===== config.mk =====
export PLATFORM = sky130hd
export DESIGN_NAME = clock_phase_gen
export DESIGN_NICKNAME = d
export VERILOG_FILES = /design/src/rtl/clock_phase_gen.sv
export SDC_FILE = /design/constraint.sdc
export NUM_CORES = 1
export LEC_CHECK = 0
export ABC_AREA = 0
export CAP_MARGIN = 30
export CELL_PAD_IN_SITES_DETAIL_PLACEMENT = 0
export CELL_PAD_IN_SITES_GLOBAL_PLACEMENT = 1
export CORE_MARGIN = 2
export CORE_UTILIZATION = 37
export CTS_CLUSTER_DIAMETER = 80
export DETAILED_ROUTE_END_ITERATION = 12
export PLACE_DENSITY = 0.81
export SYNTH_ARGS = -nofsm -noshare
export SYNTH_HDL_FRONTEND = slang
export SYNTH_SLANG_ARGS = --single-unit

===== constraint.sdc =====
create_clock -name CLK -period 1.75 [get_ports CLK]
set_clock_uncertainty 0.2 [all_clocks]
set_input_delay 0.35 -clock CLK [delete_from_list [all_inputs] [get_ports CLK]]
set_output_delay 0.35 -clock CLK [all_outputs]
set_load 0.005 [all_outputs]

===== src/rtl/clock_phase_gen.sv =====
// Bus timing enables derived from CLK: CPU tick, colour clock, E clock and a
// reset stretched by a number of CPU ticks. Everything is a CLK enable/level.
module clock_phase_gen #(
  parameter int DIV_C7     = 4,
  parameter int E_LOW      = 6,
  parameter int E_HIGH     = 4,
  parameter int RESET_HOLD = 16
) (
  input  logic CLK,
  input  logic RESET,
  input  logic HALT,
  output logic C7_EN,
  output logic CCK,
  output logic CCK_RISE,
  output logic CCK_FALL,
  output logic E,
  output logic E_RISE,
  output logic E_FALL,
  output logic RESET_OUT
);

  localparam int E_PER = E_LOW + E_HIGH;
  localparam int DW    = $clog2(DIV_C7);
  localparam int EW    = $clog2(E_PER);
  localparam int RW    = (RESET_HOLD < 1) ? 1 : $clog2(RESET_HOLD + 1);

  localparam logic [DW-1:0] DIV_LAST = DW'(DIV_C7 - 1);
  localparam logic [EW-1:0] E_RISE_AT = EW'(E_LOW - 1);
  localparam logic [EW-1:0] E_LAST    = EW'(E_PER - 1);

  logic [DW-1:0] div_cnt;
  logic [EW-1:0] e_cnt;
  logic [RW-1:0] rst_cnt;
  logic          stretch;

  // Pulses decode registered counters only; RESET never reaches them directly.
  assign C7_EN    = (div_cnt == DIV_LAST) && !HALT;
  assign CCK_RISE = C7_EN && !CCK;
  assign CCK_FALL = C7_EN && CCK;
  assign E_RISE   = C7_EN && (e_cnt == E_RISE_AT);
  assign E_FALL   = C7_EN && (e_cnt == E_LAST);

  generate
    if (RESET_HOLD == 0) begin : g_no_hold
      assign stretch = 1'b0;
    end else begin : g_hold
      assign stretch = (rst_cnt < RW'(RESET_HOLD));
    end
  endgenerate

  // RESET_OUT reasserts combinationally in the same cycle RESET rises.
  assign RESET_OUT = RESET || stretch;

  always_ff @(posedge CLK) begin
    if (RESET) begin
      div_cnt <= '0;
      e_cnt   <= '0;
      rst_cnt <= '0;
      CCK     <= 1'b0;
      E       <= 1'b0;
    end else if (!HALT) begin
      div_cnt <= (div_cnt == DIV_LAST) ? '0 : div_cnt + 1'b1;
      if (C7_EN) begin
        CCK   <= ~CCK;
        e_cnt <= (e_cnt == E_LAST) ? '0 : e_cnt + 1'b1;
        if (E_RISE)
          E <= 1'b1;
        else if (E_FALL)
          E <= 1'b0;
        // Saturating: stops at RESET_HOLD so the stretch ends for good.
        if (stretch)
          rst_cnt <= rst_cnt + 1'b1;
      end
    end
  end

endmodule

run_1/flops_by_reg.png
Scale: 12 px per um.
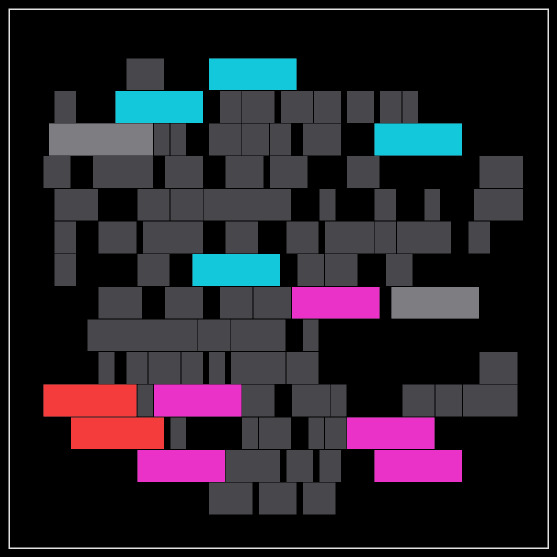
- div_cnt: red (sequential cells 2)
- e_cnt: cyan (sequential cells 4)
- rst_cnt: magenta (sequential cells 5)
- not colored: 2
Sequential cell area: 266.5 um^2
proportion of cell area occupied by registers: 30.30%
final design utilization: 57.06%

run_1/layer_met3.png
Scale: 8 px per um.
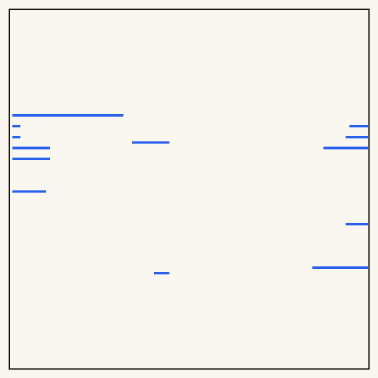
- main direction: horizontal
- nets with wire on the layer: 12
- share of all routed wire: 4.2%
routing usage on met3: 2.400%
total via count in the routed design: 548
total wire length after detailed routing: 1.247 mm

run_1/wires.png
Scale: 8 px per um. Two of the layers only.
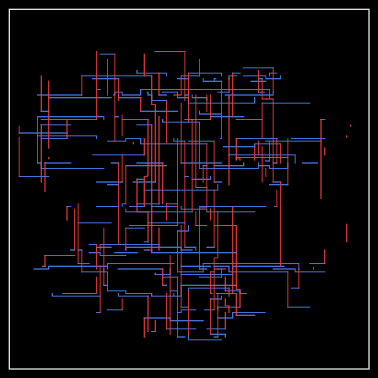
- metal 1: blue (wire length 622 um)
- metal 2: red (wire length 557 um)
post-DR wirelength/cell: 11.65 um
GRT Overall Usage: 14.52%

run_1/placement_by_type.png
Scale: 6 px per um.
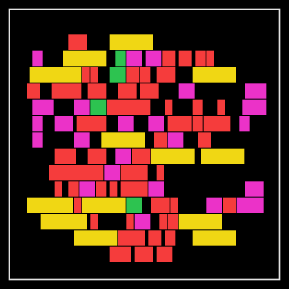
- remaining buffers and delay cells: magenta (cells 24; share of their area 22%)
- sequential cells: yellow (cells 13; share of their area 31%)
- combinational and other logic: red (cells 50; share of their area 44%)
- clock drivers and dummy loads: green (cells 4; share of their area 3.2%)
final cell area excluding filler cells: 879.6 um^2
Core Region: 1541 um^2
floorplan row count: 14

==> run summary, run 1 <==
The flow run is done. For this run the detailed placement stage logged an HPWL of 888.7 um. In the setup report, the worst path falls into the class reg2out. As logged by OpenROAD, the buffers inserted on ports number 10. Counting the warning lines in the Yosys log gives 0. The last timing report of the flow puts the setup violation total at 4. The final reports fail on negative setup slack. Yosys attributes the largest share of cell area to sky130_fd_sc_hd__dfxtp_1, sky130_fd_sc_hd__xnor2_1, sky130_fd_sc_hd__nor2_1, sky130_fd_sc_hd__ha_1, sky130_fd_sc_hd__nor2b_1.

The CTS log lists the clock sinks for this run as 13. The synthesis report names the predominant flop master as sky130_fd_sc_hd__dfxtp_1. From bottom edge to top edge, the die measures 44.79 um.

In this run, placement finished with an instance count of 101. Looking at the clock tree report, the maximum root-to-sink buffer count equals 2. According to the finish report, the design has a final net count of 97.

STA classifies the critical path startpoint as a flop. Of all flip-flops after synthesis, the portion carrying an async set or reset was 0%. Counting distinct cell types in the post-synthesis netlist gives 31.

For reference, the top cells by count after synthesis are sky130_fd_sc_hd__dfxtp_1, sky130_fd_sc_hd__nor2_1, sky130_fd_sc_hd__a21oi_1, sky130_fd_sc_hd__nor2b_1, sky130_fd_sc_hd__xnor2_1. The most critical setup path has its startpoint at div_cnt[0]. For the worst setup path, the data arrival time is 1.40 ns. The final hold violation count recorded for this run is 0. Pin placement for this block handled 11 I/O pins. Total power of the final layout landed at 0.5454 mW.

In this run the critical register-to-register path is launched from div_cnt[0]. Final worst slack landed at -0.2036 ns. Number of design rule violations left after detail routing landed at 0. The critical path's slowest stage uses the library cell sky130_fd_sc_hd__or3b_4. The synthesized design devotes to its leading area cell type 42.28% of total area.

Once layout is complete, the cells apart from fillers number 107. On the worst path, the slowest cell contributes a delay of 0.38 ns. Number of antenna violations at the first check in global routing landed at 0. In this run the static leakage power is 0.4046 nW.

Entering global routing, the biggest net connects 14 pins. TritonCTS built the clock tree. The tree is rooted in a sky130_fd_sc_hd__clkbuf_4. sky130_fd_sc_hd__dfxtp_1 takes more of the synthesized area than any other cell.

Mean area per synthesized cell landed at 9.327 um^2. Mapped cell area landed at 615.6 um^2. Prior to clock tree synthesis, the placed netlist has a worst setup slack of -0.6621 ns. Max-capacitance violation count landed at 0. Data required time of the worst path landed at 1.20 ns. Number of enable flip-flop cells landed at 0. Post-synthesis cell count landed at 66. Placed instance area landed at 813.3 um^2.

Max fanout on the critical path was recorded as 3. Aggregate global routing overflow landed at 0. The transition time recorded at the tightest slew-check pin is 0.2239 ns. Minimum period implied by the final worst setup slack landed at 1.954 ns. When the netlist entered floorplanning its net count stood at 71. The post-CTS hold buffer count recorded in the log is 0. Sequential fraction of the synthesis area landed at 42.28%. The count of nets left with antenna violations once routing finished came out at 0. Worst relative slew slack landed at 85.07%. The run finished, with violations left. The flow reports an fmax of 511.9 MHz. Later-pin clock latency in the skew report landed at 0.28 ns.

Counting pins that exceed their max-slew limit in the final report gives 0. The layout summary lists the proportion of cells stronger than drive strength 1 as 38.46%. Weighted congestion reported at the end of routability-driven placement landed at 0.6710. The violation tally recorded at the end of detailed-routing iteration 0 is 6.

The worst path uses 111.6% of the clock period. Area of the chip landed at 2006 um^2. Per the summary, power density relative to cell area is 620.1 nW/um^2. Yosys-reported design area after synthesis landed at 615.6 um^2.

Cell count listed in synth_stat.txt landed at 66. The pre-antenna-repair detailed-routing pass consisted of 4 iterations. The launch point of the worst min-delay path is recorded as RESET. Average vias per placed instance landed at 5.121.

Maximum resistive drop on vdd landed at 564.1 uV. In this run the number of H-tree levels came out at 1. Sorting the synthesis cell report by count puts at the top sky130_fd_sc_hd__dfxtp_1.

According to the hold report, the worst path is of the in2reg type. CTS added clock buffers totalling 3. Count of antenna diodes in the layout landed at 0. Per STA, the worst path is made up of ha_4 > nand3b_4 > or3b_4 > inv_2 > buf_6. Die outline width landed at 44.79 um. Post-synthesis to final-layout area growth landed at 42.89%. Setup repair after global routing could not meet its margin everywhere. Number of synthesized register bits landed at 13.

Clock-pin slew reported for the worst setup and hold paths after clock tree synthesis landed at 0.09 ns. The via count of the first global-routing pass came to 520. OpenROAD warning count landed at 28. In the floorplan report the effective utilization is 39.94%. The worst setup path is captured at a primary output. The first global-routing pass estimated 2.139 mm of wire.
==> run 1: worst max-delay path: cells and delay by family (launching register included) <==
family	cells	cell delay [ns]
adders and majority gates	1	0.16
DFF	1	0.36
buffers and inverters	2	0.14
and+or+nand+nor	2	0.46
==> run 1: timing repair <==
action | CTS | global route
resized | 30 | 5
cloned | 0 | 0
pin swaps | 2 | 3
endpoints found under the setup margin | 6 | 7
buffers inserted | 2 | 0
hold endpoints to repair | 0 | 0
==> run 1: metal layers <==
metal,share of wire (%),global-route usage [%],vias to the layer above
met1,50,18.77,250
met5,0,0,-
met2,45,24.35,14
met3,4.2,2.400,2
li1,-,-,282
met4,1.3,5.294,0
==> run 1: worst paths after layout <==
path                            slack (ns)  cells after the start    endpoint
worst max-delay path                 -0.20                      5      E_RISE
worst min register to register        0.31                      2           E
worst max register to register        0.27                      6  rst_cnt[4]
worst min-delay path                  0.25                      3  rst_cnt[2]
==> run 1: area by class of cell <==
type,instances,area [um^2]
Multi-Input combinational cell,47,367.9
Clock inverter,1,5.005
Clock buffer,3,22.52
Sequential cell,13,266.5
Timing Repair Buffer,24,186.4
Fill cell,156,661.9
Inverter,3,11.26
Tap cell,16,20.02
==> run 1: sequential cells by signal, summed over array words and instances, names as in the netlist <==
name     count
div_cnt      2
E            1
CCK          1
rst_cnt      5
e_cnt        4
==> run 1: cells by family (layout without fill, tap and decap cells) <==
family	after synthesis	after routing	synth area share, %
and+or+nand+nor	28	28	29.47
DFF	13	13	42.28
AOI/OAI and AO/OA	10	10	9.961
buffers and inverters	6	31	3.861
xor gates and xnor gates	5	5	7.113
adders and majority gates	2	2	4.064
muxes	2	2	3.252
==> run 1: cell usage in the layout, fill, tap and decap left out, drive strengths merged, types with 3 or more instances in the layout <==
| cell type | synthesis | layout |
|---|---|---|
| a21oi | 4 | 4 |
| buf | 1 | 19 |
| clkbuf | 2 | 3 |
| dfxtp | 13 | 13 |
| inv | 3 | 3 |
| nor2 | 9 | 9 |
| nor2b | 4 | 4 |
| xnor2 | 4 | 4 |
==> run 1: per-stage QoR <==
stage	hold slack (ns)	setup TNS, ns
2_1_floorplan	0.2191	0
4_1_cts	0.3237	-0.5860
3_3_place_gp	0.2799	-3.466
6_report	0.2536	-0.5164
5_1_grt	0.2826	-0.8022
3_5_place_dp	0.3081	-3.818
==> run 1: power breakdown <==
part	internal, mW	total (mW)	switching, mW
logic	0.0272	0.0465	0.0193
registers	0.302	0.308	0.00603
clock network	0.0849	0.191	0.106
## Run 2: what changed since run 1
GPL_TIMING_DRIVEN = 1   (was unset)
run_2/placement_by_type.png
Scale: 6 px per um.
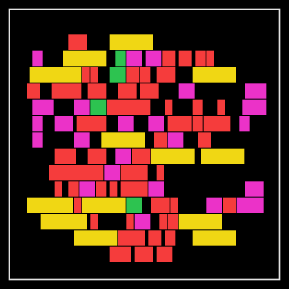
- sequential cells: yellow (cells 13; share of their area 31%)
- clock drivers and dummy loads: green (cells 4; share of their area 3.2%)
- combinational and other logic: red (cells 50; share of their area 44%)
- remaining buffers and delay cells: magenta (cells 24; share of their area 22%)

run_2/layer_met3.png
Scale: 8 px per um.
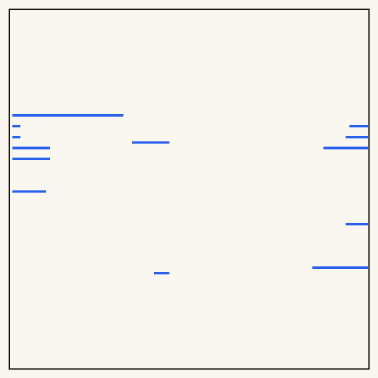
- longest straight run: 13.6 um
- wire length on this layer: 52.7 um
- share of all routed wire: 4.2%
- nets with wire on the layer: 12

run_2/wires.png
Scale: 8 px per um. Two of the layers only.
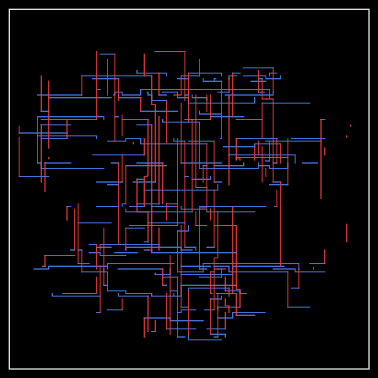
- metal 2: red (wire length 557 um)
- metal 1: blue (wire length 622 um)

==> run summary, run 2 <==
The flow run is done. The area fraction in xor and xnor cells is 7.114% (unchanged). The leakage power total is 0.4046 nW (unchanged). Signal arrival time at the worst endpoint landed at 1.40 ns (about the same). The minimum period implied by the final worst setup slack came to 1.954 ns (unchanged).

The maximum clock path buffer count was 2 (unchanged). The pin count of the biggest net entering global routing is 14 (unchanged). The basic-gate share of the synthesized area counting and, or, nand and nor cells was 29.47% (unchanged). Sorting the Yosys area breakdown by cell type puts at the top sky130_fd_sc_hd__dfxtp_1. The max-slew violation count came to 0 (unchanged).

The mean area per synthesized cell came to 9.327 um^2 (unchanged). Average vias per placed instance landed at 5.121 (unchanged). Number of nets produced by synthesis landed at 71 (unchanged). The top achievable clock speed came to 511.9 MHz (unchanged).

Depth of the worst register-to-register path landed at 6 (unchanged). Among the non-sequential cells, simple AND/OR/NAND/NOR gates take the most area. Largest fanout on the critical path landed at 3 (unchanged). Quantity of I/O buffers inserted on ports landed at 10 (unchanged). The critical path in this run is classified as reg2out.

The critical path starts at div_cnt[0]. The routed via count came to 548 (unchanged). Weighted congestion reported at the end of routability-driven placement landed at 0.6710 (unchanged). Number of enable flip-flop cells landed at 0 (unchanged).

Yosys-reported design area after synthesis landed at 615.6 um^2 (unchanged). Total number of yosys warnings landed at 0 (unchanged). The final reports fail on negative setup slack.

The synthesis report names the predominant flop master as sky130_fd_sc_hd__dfxtp_1. By area the synthesized netlist is led by sky130_fd_sc_hd__dfxtp_1, sky130_fd_sc_hd__xnor2_1, sky130_fd_sc_hd__nor2_1, sky130_fd_sc_hd__ha_1, sky130_fd_sc_hd__nor2b_1. TritonCTS built the clock tree. The library cell used most frequently in the layout, excluding fill and tap cells, is sky130_fd_sc_hd__buf_4.

Ranked by instance count, the synthesized netlist is headed by sky130_fd_sc_hd__dfxtp_1, sky130_fd_sc_hd__nor2_1, sky130_fd_sc_hd__a21oi_1, sky130_fd_sc_hd__nor2b_1, sky130_fd_sc_hd__xnor2_1. The final wirelength came to 1.247 mm (unchanged). STA classifies the critical path startpoint as a flop.

The OpenROAD warning count came to 28 (unchanged). Setup repair after global routing could not meet its margin everywhere. Number of cells in the finished layout apart from fillers landed at 107 (unchanged).

Mapped cell area landed at 615.6 um^2 (unchanged). Number of nets in the layout landed at 97 (unchanged). The number of synthesized register bits was 13 (unchanged). Via count of the first global-routing pass landed at 520 (unchanged). The number of distinct standard cells referenced by the synthesized netlist is 31 (unchanged).

Share of the core filled with cells in the final layout landed at 57.06% (unchanged). The total global routing track utilization came to 14.52% (unchanged). Layout cell share with drive strength beyond 1 landed at 38.46% (unchanged). The capture point of the worst register-to-register path is recorded as rst_cnt[4]. Effective utilization at floorplan landed at 39.94% (unchanged).

Total number of H-tree levels landed at 1 (unchanged). The count of antenna diodes in the layout was 0 (unchanged). The registers reported with the highest flop counts are rst_cnt x5, e_cnt x4, div_cnt x2. Maximum resistive drop on vdd landed at 564.1 uV (unchanged). The number of design rule violations left after detail routing was 0 (unchanged).

Hold buffer count at CTS landed at 0 (unchanged). The sequential fraction of the synthesis area was 42.28% (unchanged). Async set-reset flop share out of synthesis landed at 0% (unchanged).

Remaining antenna violation count after routing landed at 0 (unchanged). Counting flops per register, the top entry is rst_cnt. Area of the chip landed at 2006 um^2 (unchanged).

The final-report setup violation count is 4 (unchanged). The cell count listed in synth_stat.txt was 66 (unchanged). Later-pin clock latency in the skew report landed at 0.28 ns (about the same). The most common logic cells in the final layout are sky130_fd_sc_hd__buf_4, sky130_fd_sc_hd__dfxtp_1, sky130_fd_sc_hd__nor2_1. Violation tally from detailed-route iteration zero landed at 6 (unchanged). Clock-pin slew reported for the worst setup and hold paths after clock tree synthesis landed at 0.09 ns (about the same). Floorplan die height landed at 44.79 um (unchanged). Total power of the final layout landed at 0.5454 mW (unchanged). CTS placed an instance of sky130_fd_sc_hd__clkbuf_4 at the clock tree root.

Placeable core region landed at 1541 um^2 (unchanged). The synthesis stats list as the most numerous cell sky130_fd_sc_hd__dfxtp_1. Checking hold timing, the worst path is listed with class in2reg. Worst relative slew slack landed at 85.07% (unchanged). The pin slew with the least headroom to its limit was 0.2239 ns (unchanged). Aggregate global routing overflow landed at 0 (unchanged). The portion of synthesized cell area occupied by the leading cell type was 42.28% (unchanged). First-pass GRT wire length landed at 2.139 mm (unchanged). The HPWL after detailed placement is 888.7 um (unchanged). The count of endpoints failing hold in the final timing report was 0 (unchanged). Number of antenna violations at the first check in global routing landed at 0 (unchanged). In this run the critical register-to-register path is launched from div_cnt[0].

Total power density per cell area landed at 620.1 nW/um^2 (unchanged). Setup slack of the worst register-to-register path landed at 0.27 ns (about the same). The post-synthesis to final-layout area growth is 42.89% (unchanged). Number of search-and-repair iterations in the first detailed-routing pass landed at 4 (unchanged). Average wire per standard cell landed at 11.65 um (unchanged). The flow ran to the end, but the final reports show violations. Portion of the clock cycle consumed by the worst path in the final layout landed at 111.6% (unchanged). The compound-gate portion of the synthesized area is 9.959% (unchanged). Max-capacitance violation count landed at 0 (unchanged). The final worst slack came to -0.2036 ns (unchanged). The placement row count came to 14 (unchanged).

Number of flip-flops in the largest register landed at 5 (unchanged). The count of pins on the block boundary was 11 (unchanged). The fraction of the mapped netlist area in adder cells came to 4.065% (unchanged). Multiplexer area fraction after synthesis landed at 3.252% (unchanged). The data required time of the worst path is 1.20 ns (about the same). The total clock buffers created by CTS is 3 (unchanged).
==> run 2: cell counts in the layout (fill, tap and decap cells not counted) <==
Identical to the previous run, type by type.
==> run 2: layout make-up <==
type,count,area [um^2]
multi-input cells,47,367.9
inverters,3,11.26
flip-flops and latches,13,266.5
clock inverters,1,5.005
fillers,156,661.9
repair buffers,24,186.4
well taps,16,20.02
clock buffers,3,22.52
==> run 2: how the worst min path moves through the flow <==
| stage | start | to | slack, ns | cells after the start |
|---|---|---|---|---|
| finish | RESET | rst_cnt[2] | 0.25 | 3 |
| global route | RESET | rst_cnt[2] | 0.28 | 3 |
| CTS | E | E | 0.32 | 2 |
| detailed placement | div_cnt[1] | div_cnt[1] | 0.31 | 2 |
| global placement | div_cnt[1] | div_cnt[1] | 0.28 | 2 |
| floorplan | RESET | e_cnt[1] | 0.22 | 1 |
==> run 2: worst max-delay path: stages (launching register included) <==
cell	delay [ns]
sky130_fd_sc_hd__dfxtp_2	0.36
sky130_fd_sc_hd__ha_4	0.16
sky130_fd_sc_hd__nand3b_4	0.08
sky130_fd_sc_hd__or3b_4	0.38
sky130_fd_sc_hd__inv_2	0.06
sky130_fd_sc_hd__buf_6	0.08
==> run 2: kinds of logic after synthesis <==
family                     count (synthesis)
DFF                                       13
AOI/OAI and AO/OA                         10
xor gates and xnor gates                   5
buffers and inverters                      6
muxes                                      2
and+or+nand+nor                           28
adders and majority gates                  2
==> run 2: per-layer routing <==
layer / GRT usage (%) / wire [um]
met3: 2.400 / 52
met5: 0 / 0
met2: 24.35 / 556
met1: 18.77 / 621
met4: 5.294 / 16
==> run 2: metrics by stage <==
step	hold WS, ns	area [um^2]	setup TNS (ns)	worst slack, ns
3_5_place_dp	0.3081	813.3	-3.818	-0.6621
5_1_grt	0.2826	879.6	-0.8022	-0.2645
3_3_place_gp	0.2799	813.3	-3.466	-0.6517
6_report	0.2536	879.6	-0.5164	-0.2036
4_1_cts	0.3237	865.8	-0.5860	-0.2403
2_1_floorplan	0.2191	615.6	0	0.07494
==> run 2: repair_timing <==
action | CTS | global route
setup buffers | 2 | 0
gates resized | 30 | 5
endpoints found under the setup margin | 6 | 7
pin swaps | 2 | 3
==> run 2: power by group <==
group / total [mW] / switching [mW] / internal [mW]
Combinational: 0.0465 / 0.0193 / 0.0272
Clock: 0.191 / 0.106 / 0.0849
Sequential: 0.308 / 0.00603 / 0.302
Total: 0.545 / 0.131 / 0.414
## Run 3: what changed since run 2
CAP_MARGIN = 40   (was 30)
SKIP_LAST_GASP = 1   (was unset)
run_3/flops_by_reg.png
Scale: 12 px per um.
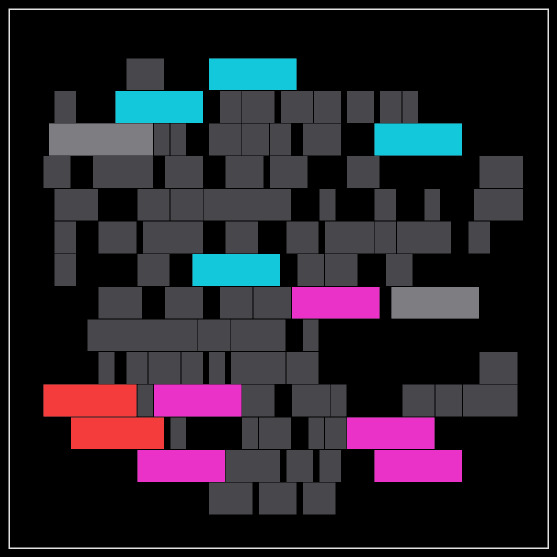
- e_cnt: cyan (sequential cells 4)
- rst_cnt: magenta (sequential cells 5)
- div_cnt: red (sequential cells 2)
- not colored: 2
Flop+latch power: 0.308 mW

run_3/layer_met3.png
Scale: 8 px per um.
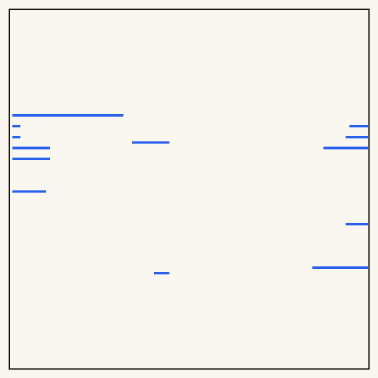
- nets with wire on the layer: 12
- wire length on this layer: 52.7 um
total via count in the routed design: 554
total wire length after detailed routing: 1.241 mm

==> run summary, run 3 <==
The flow run is done. The count of pins on the block boundary was 11 (unchanged). In this run the clock root is driven by a sky130_fd_sc_hd__clkbuf_4. Setup repair after global routing could not meet its margin everywhere. The placement row count is 14 (unchanged). The total number of yosys warnings was 0 (unchanged). The synthesized netlist handed to floorplanning was reported with a cell count of 66.

Ranked by total cell area, the synthesized netlist is headed by sky130_fd_sc_hd__dfxtp_1, sky130_fd_sc_hd__xnor2_1, sky130_fd_sc_hd__nor2_1, sky130_fd_sc_hd__ha_1, sky130_fd_sc_hd__nor2b_1. Sequential fraction of the synthesis area landed at 42.28% (unchanged). OpenROAD warning count landed at 28 (unchanged).

The number of enable flip-flop cells is 0 (unchanged). TritonCTS built the clock tree. The synthesis report names the predominant flop master as sky130_fd_sc_hd__dfxtp_1. The timing report shows that the slowest cell on the worst path is sky130_fd_sc_hd__or3b_4. Leakage power total landed at 0.4046 nW (unchanged). Floorplan die height landed at 44.79 um (unchanged). The portion of the clock cycle consumed by the worst path in the final layout came to 111.6% (about the same). Layout cell share with drive strength beyond 1 landed at 38.46% (unchanged). The worst setup path is captured at a primary output.

The yosys-reported design area after synthesis was 615.6 um^2 (unchanged). The pin count of the biggest net entering global routing was 14 (unchanged). The clock-pin slew reported for the worst setup and hold paths after clock tree synthesis came to 0.09 ns (about the same). By instance count after routing, the leading logic cell types are sky130_fd_sc_hd__buf_4, sky130_fd_sc_hd__dfxtp_1, sky130_fd_sc_hd__nor2_1. Total number of H-tree levels landed at 1 (unchanged). The number of antenna violations at the first check in global routing was 0 (unchanged). First-pass GRT wire length landed at 2.139 mm (unchanged). Cell count listed in synth_stat.txt landed at 66 (unchanged). Pin slew with the least headroom to its limit landed at 0.2239 ns (-0.000003099 ns). Count of clock tree sinks landed at 13. Average wire per standard cell landed at 11.60 um (-0.48%). The hold buffer count at CTS came to 0 (unchanged). Total clock buffers created by CTS landed at 3 (unchanged).

The worst setup path is launched from a flop. Final-report setup violation count landed at 4 (unchanged). After synthesis, the most frequently instantiated cells are sky130_fd_sc_hd__dfxtp_1, sky130_fd_sc_hd__nor2_1, sky130_fd_sc_hd__a21oi_1, sky130_fd_sc_hd__nor2b_1, sky130_fd_sc_hd__xnor2_1. The total power of the final layout is 0.5454 mW (about the same). The weighted congestion reported at the end of routability-driven placement was 0.6710 (unchanged). The count of antenna diodes in the layout is 0 (unchanged). Portion of synthesized cell area occupied by the leading cell type landed at 42.28% (unchanged). The maximum clock path buffer count is 2 (unchanged).

The max-capacitance violation count was 0 (unchanged). Total power density per cell area landed at 620.0 nW/um^2 (about the same). The cell type that accounts for the most area after synthesis is sky130_fd_sc_hd__dfxtp_1. Average vias per placed instance landed at 5.178 (+1.1%).

Final worst slack landed at -0.2024 ns (+0.001199 ns). The critical path goes through ha_4 > nand3b_4 > or3b_4 > inv_2 > buf_6. The highest cell delay on the worst timing path is 0.38 ns (about the same).

The quantity of I/O buffers inserted on ports is 10 (unchanged). Worst relative slew slack landed at 85.07% (about the same). The count of endpoints failing hold in the final timing report was 0 (unchanged). The placeable core region was 1541 um^2 (unchanged). The number of synthesized register bits was 13 (unchanged).

Number of design rule violations left after detail routing landed at 0 (unchanged). The worst hold path belongs to the class in2reg. The maximum resistive drop on vdd is 564.1 uV (about the same).

The remaining antenna violation count after routing is 0 (unchanged). The later-pin clock latency in the skew report was 0.28 ns (about the same). Number of search-and-repair iterations in the first detailed-routing pass landed at 4 (unchanged). The number of distinct standard cells referenced by the synthesized netlist came to 31 (unchanged).

The synthesis stats list as the most numerous cell sky130_fd_sc_hd__dfxtp_1. The flow ran to the end, but the final reports show violations. The top achievable clock speed is 512.2 MHz (about the same).

Share of the core filled with cells in the final layout landed at 57.06% (unchanged). Effective utilization at floorplan landed at 39.94% (unchanged). The number of nets in the layout was 97 (unchanged). The area of the chip was 2006 um^2 (unchanged).

The number of flip-flops in the largest register came to 5 (unchanged). The signal arrival time at the worst endpoint was 1.40 ns (about the same). The mean area per synthesized cell came to 9.327 um^2 (unchanged). The HPWL after detailed placement was 888.7 um (unchanged). The registers reported with the highest flop counts are rst_cnt x5, e_cnt x4, div_cnt x2.

The minimum period implied by the final worst setup slack came to 1.952 ns (-0.001199 ns). The number of nets produced by synthesis was 71 (unchanged). The total global routing track utilization was 14.52% (unchanged). Data required time of the worst path landed at 1.20 ns (about the same). The max-slew violation count came to 0 (unchanged).

The floorplan step set the die width to 44.79 um. The via count of the first global-routing pass is 520 (unchanged). Post-synthesis to final-layout area growth landed at 42.89% (unchanged). Async set-reset flop share out of synthesis landed at 0% (unchanged). The critical path is of the reg2out type. The aggregate global routing overflow came to 0 (unchanged). The most common logic cell in the final layout is sky130_fd_sc_hd__buf_4. Mapped cell area landed at 615.6 um^2 (unchanged). Largest fanout on the critical path landed at 3 (unchanged). rst_cnt holds more flip-flops than any other register.

The violation tally from detailed-route iteration zero is 7 (+1). The checks that failed: negative setup slack.
run_3/placement_by_type.png
Scale: 6 px per um.
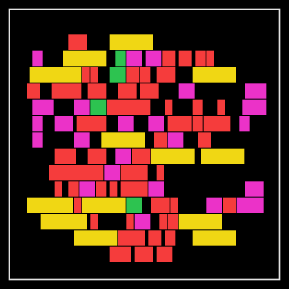
- clock drivers and dummy loads: green (cells 4; share of their area 3.2%)
- remaining buffers and delay cells: magenta (cells 24; share of their area 22%)
- sequential cells: yellow (cells 13; share of their area 31%)
- combinational and other logic: red (cells 50; share of their area 44%)

run 3: cell counts in the layout (fill, tap and decap cells not counted):
Identical to the previous run, type by type.
run 3: per-layer routing:
layer  track usage (%)  share of wire, %  vias up  routed length [um]
met5                 0                 0        -                   0
met4             5.294               1.3        0                  16
met3             2.400               4.2        2                  52
met2             24.35                46       14                 565
met1             18.77                49      255                 607
li1                  -                 -      283                   -
run 3: metrics by stage:
stage	setup slack [ns]	hold WS, ns	std cells	area (um^2)	setup TNS, ns
4_1_cts	-0.2403	0.3237	107	864.6	-0.6300
5_1_grt	-0.2645	0.2826	107	879.6	-0.8031
2_1_floorplan	0.07494	0.2191	66	615.6	0
6_report	-0.2024	0.2535	107	879.6	-0.5073
3_5_place_dp	-0.6621	0.3081	101	813.3	-3.818
3_3_place_gp	-0.6517	0.2799	101	813.3	-3.466
run 3: cell families (layout without fill, tap and decap cells):
group	after synthesis	in the layout	share of synthesized area (%)
AND/OR/NAND/NOR	28	28	29.47
buffers and inverters	6	31	3.861
adder cells (fa/ha/maj)	2	2	4.064
XOR/XNOR	5	5	7.113
AND-OR/OR-AND	10	10	9.961
flip-flops	13	13	42.28
multiplexers	2	2	3.252
run 3: path summary, 6_finish.rpt:
kind         depth (start not counted)       start  slack [ns]         end
max reg2reg                          6  div_cnt[0]        0.27  rst_cnt[4]
min reg2reg                          2           E        0.32           E
max                                  5  div_cnt[0]       -0.20      E_RISE
min                                  3       RESET        0.25  rst_cnt[2]
run 3: repair_timing:
action,CTS,global route
pin swaps,2,2
endpoints found under the setup margin,6,7
resized,29,6
buffers inserted,2,0
run 3: worst max-delay path, delay by kind of cell, from the launching register on:
family,cells,cell delay [ns]
AND/OR/NAND/NOR,2,0.46
flip-flops,1,0.36
adder cells (fa/ha/maj),1,0.16
buffers and inverters,2,0.14
run 3: final cells by class:
| class | count | area (um^2) |
|---|---|---|
| fill | 156 | 661.9 |
| multi-input combinational | 47 | 367.9 |
| timing repair buffer | 24 | 186.4 |
| inverter | 3 | 11.26 |
| tap | 16 | 20.02 |
| sequential | 13 | 266.5 |
| clock buffer | 3 | 22.52 |
| clock inverter | 1 | 5.005 |
run 3: power breakdown:
part	total, mW	internal, mW	switching, mW
logic	0.0466	0.0272	0.0193
clock network	0.191	0.0849	0.106
registers	0.308	0.302	0.00597
total	0.545	0.414	0.131
Power and IR drop assume default switching activity.
